==> config.mk <==
export PLATFORM = sky130hd
export DESIGN_NAME = control_unit
export DESIGN_NICKNAME = d
export VERILOG_FILES = /design/src/rtl/control_unit.sv
export SDC_FILE = /design/constraint.sdc
export NUM_CORES = 1
export LEC_CHECK = 0
export ABC_AREA = 0
export CAP_MARGIN = 20
export CELL_PAD_IN_SITES_DETAIL_PLACEMENT = 1
export CELL_PAD_IN_SITES_GLOBAL_PLACEMENT = 2
export CORE_MARGIN = 2
export CORE_UTILIZATION = 20
export DETAILED_ROUTE_END_ITERATION = 8
export GPL_TIMING_DRIVEN = 0
export PLACE_DENSITY_LB_ADDON = 0.3
export SLEW_MARGIN = 20
export SYNTH_ARGS = -nofsm -noshare
export SYNTH_HDL_FRONTEND = slang
export SYNTH_SLANG_ARGS = --single-unit
export TNS_END_PERCENT = 30
==> constraint.sdc <==
create_clock -name clk -period 2.23 [get_ports clk]
set_input_delay 0.3345 -clock clk [delete_from_list [all_inputs] [get_ports clk]]
set_output_delay 0.3345 -clock clk [all_outputs]
set_load 0.1 [all_outputs]
**Signal wires on met1**

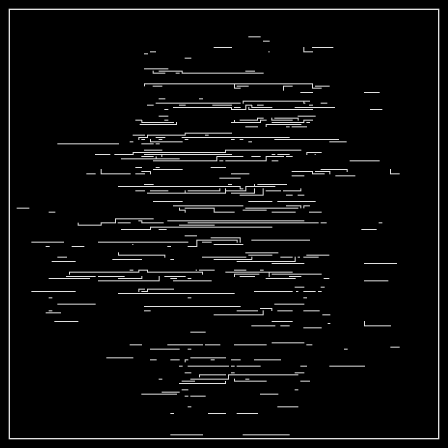
152 nets have wire on it. The layer carries 1,130 um of wire. The wires run mostly horizontal. The longest straight run is 26.7 um.
total vias in the final route: 897
drt total wl: 2.661 mm
GR met1 Demand/Resource: 13.59%

**Met2 routing**

The bar under the picture is 20 um long. Cells faint in the background.
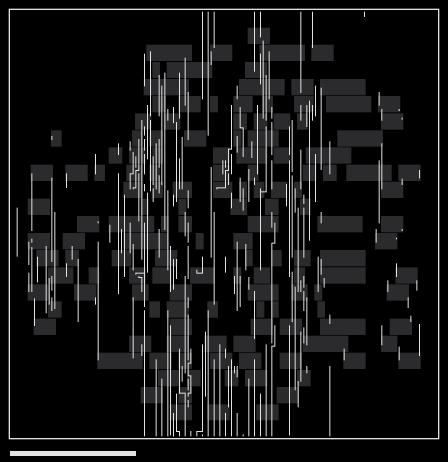
The layer carries 1,350 um of wire. The layer holds 51% of the routed length.
met2 GRT Util: 22.33%

**M3 wires**

The bar under the picture is 20 um long.
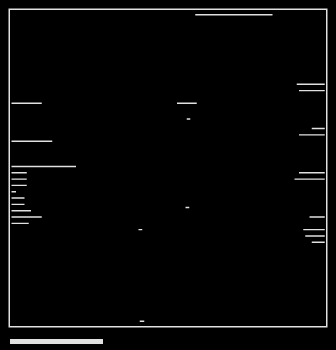
The longest straight run is 16.3 um. The wires run mostly horizontal. The layer carries 122 um of wire. 25 nets have wire on it. The layer holds 4.6% of the routed length.
GRT met3 Usage: 2.138%

**Layout detail**

The bar under the picture is 5 um long. Region (7, 41) to (27, 61) um. Cells in gray, sequential cells in the stronger gray; small squares are vias.
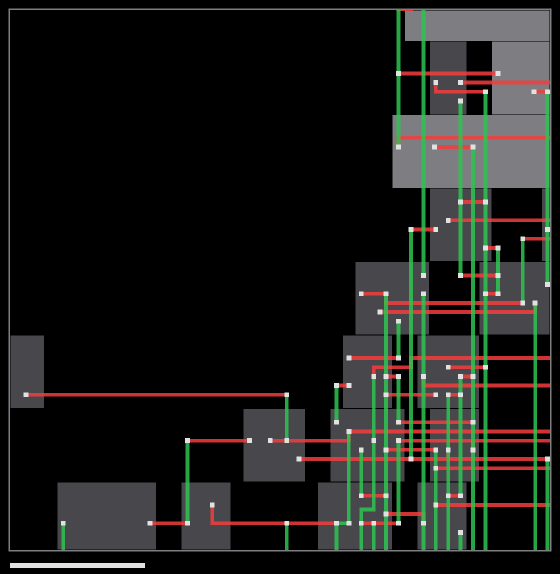
Red shows metal 1. Green shows metal 2.
Sequential cells in the window: 1. Most frequent: buf_2 (2). 15 logic cells have their middle in the window.

**Track usage over the die**

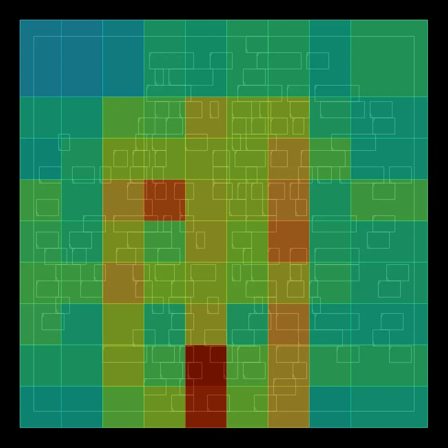
overall routing resource usage: 12.19%
DR WL/cell: 13.72 um
most used routing layer: met2
final core utilization: 35.70%

==> deck_impl_summary.md <==
Implementation Results

Clocking
  • Maximum root-to-sink buffer count: 2
  • Post-CTS setup buffers: 0
  • Cts bufs inserted: 3
  • Reg clk slew, reported paths: 0.07 ns
  • CTS root buffer: clkbuf_8
  • Post-CTS Hold Buffers: 0
  • Clk sink count: 18
  • H-tree levels: 1
  • TritonCTS clock tree: yes

STA
  • Endpoints failing setup: 0
  • Max-slew headroom: 32.95%
  • TNS Setup: 0 ns
  • Fmax: 469.7 MHz
  • Final Hold Violating Endpoints: 0
  • Slew Viols, Final: 0
  • Tmin final: 2.129 ns
  • RSZ-0062 raised after global routing: no
  • Period utilization: 95.46%

Global route
  • Initial antenna violation count: 0
  • Grt total ovfl: 0
  • Vias in the first global route: 926
  • Largest net degree at the start of global routing: 11
  • First-pass GRT wire length: 4.181 mm

Layout
  • Layout area overhead: 72.98%
  • Max reg flops: 18
  • Final Non-Filler Cells: 194
  • Layout cells sized above 1: 9.028%
  • Layout Nets: 179

Worst hold path
  • Min-Delay Path Class: in2reg
  • WHS Path Cells: 2

Outcome
  • Status: completed

Logic synthesis
  • Sequential area share after synthesis: 43.97%
  • Syn nets: 126
  • Flops out of synthesis: 18
  • Aoi share: 17.25%
  • Largest area contributor in the netlist: dfxtp_1
  • Synth unique cells: 37
  • Post-Syn Area: 819.5 um^2
  • Mapped Cells: 92
  • Most common cell in the netlist: dfxtp_1
  • Adder share: 0%
  • Avg Inst Size Synth: 8.908 um^2
  • EDFF count, synth: 0
  • Logic family by area: simple AND/OR/NAND/NOR gates
  • Yosys simple share: 32.21%
  • Mux share: 0%
  • XOR Share, Synth: 0%
  • Warnings, synthesis: 0
  • Yosys cell count: 92
  • Post-synth top cells: dfxtp_1, nand2_1, nor4_1, nor2_1
  • Max-area cell share: 43.97%

Power and ir drop
  • Worst vdd ir: 151.3 uV
  • Total Power: 0.0007831 W
  • P_leak: 0.5016 nW
  • Power Density: 552.4 nW/um^2

Detailed routing
  • Via density per instance: 4.624
  • Pre-antenna DRT Iters: 4
  • Drt drc: 0
  • Remaining antenna violation count: 0

Setup path
  • Arr. time, crit path: 1.79 ns
  • Startpoint class of the critical path: flop
  • CP max stage delay: 1.11 ns
  • Critical Path Sink Type: output pin
  • Crit-path cells: buf_4, clkdlybuf4s50_1
  • CP max stage cell: clkdlybuf4s50_1
  • WS Path Type: reg2out
  • Max FO, Critical Path: 2
  • Worst Path Required: 1.90 ns

Flow run
  • OpenROAD warning count: 26
  • Max_cap viols: 0

Place
  • IO Port Bufs: 48
  • Cell count after placement: 190
  • HPWL after DPL: 2.203 mm
  • Routability congestion estimate: 0.7724

Floorplan
  • # rows: 23
  • Die y size: 68.02 um
  • Die W: 68.02 um
  • Core utilization at floorplan: 20.64%
  • Core Region: 3971 um^2
  • Die Area: 4626 um^2
-- power by group --
part	switching, W	internal, W
clock network	0.000108	0.000157
registers	0.00000179	0.000328
logic	0.000109	0.0000798
total	0.000218	0.000565
-- final cells by class --
class | count | area [um^2]
inverter | 3 | 11.26
timing repair buffer | 48 | 480.5
sequential | 18 | 360.3
fill | 473 | 2554
buffer | 7 | 42.54
multi-input combinational | 64 | 405.4
clock buffer | 4 | 55.05
tap | 50 | 62.56
-- critical path: cells and delay by family, from the launching register on --
family / cells / cell delay, ns
buffers and inverters: 2 / 1.21
flip-flops: 1 / 0.33
-- stage by stage --
stage	worst slack (ns)	util, %	area [um^2]
after floorplan	0.5393	-	819.5
after global placement	0.1915	34.31	1363
after detailed placement	0.1673	34.31	1363
after CTS	0.08576	35.70	1418
after global routing	0.05540	35.70	1418
final	0.1012	35.70	1418
-- layer usage --
| layer | vias to the layer above | GRT usage (%) | part of all wire [%] | wire length [um] |
|---|---|---|---|---|
| met1 | 418 | 13.59 | 42 | 1129 |
| met5 | - | 0 | 0 | 0 |
| met4 | 0 | 5.500 | 2.1 | 57 |
| met2 | 28 | 22.33 | 51 | 1351 |
| met3 | 6 | 2.138 | 4.6 | 122 |
| li1 | 445 | - | - | - |
-- cell usage in the layout (no fill, tap or decap), types with 3 or more instances in the layout --
cell,n
a21oi_1,4
clkbuf_8,4
dfxtp_1,18
a211oi_1,3
nor4b_1,3
nor3b_1,3
clkdlybuf4s50_1,48
buf_2,4
nor4_1,6
o31ai_1,4
and2_1,3
nor2_1,5
nor3_1,3
nand2_1,6
inv_1,3
-- cells by family after synthesis --
group,Yosys count
AOI/OAI and AO/OA,21
DFF,18
and+or+nand+nor,43
buffers and inverters,10
Power and IR drop assume default switching activity.
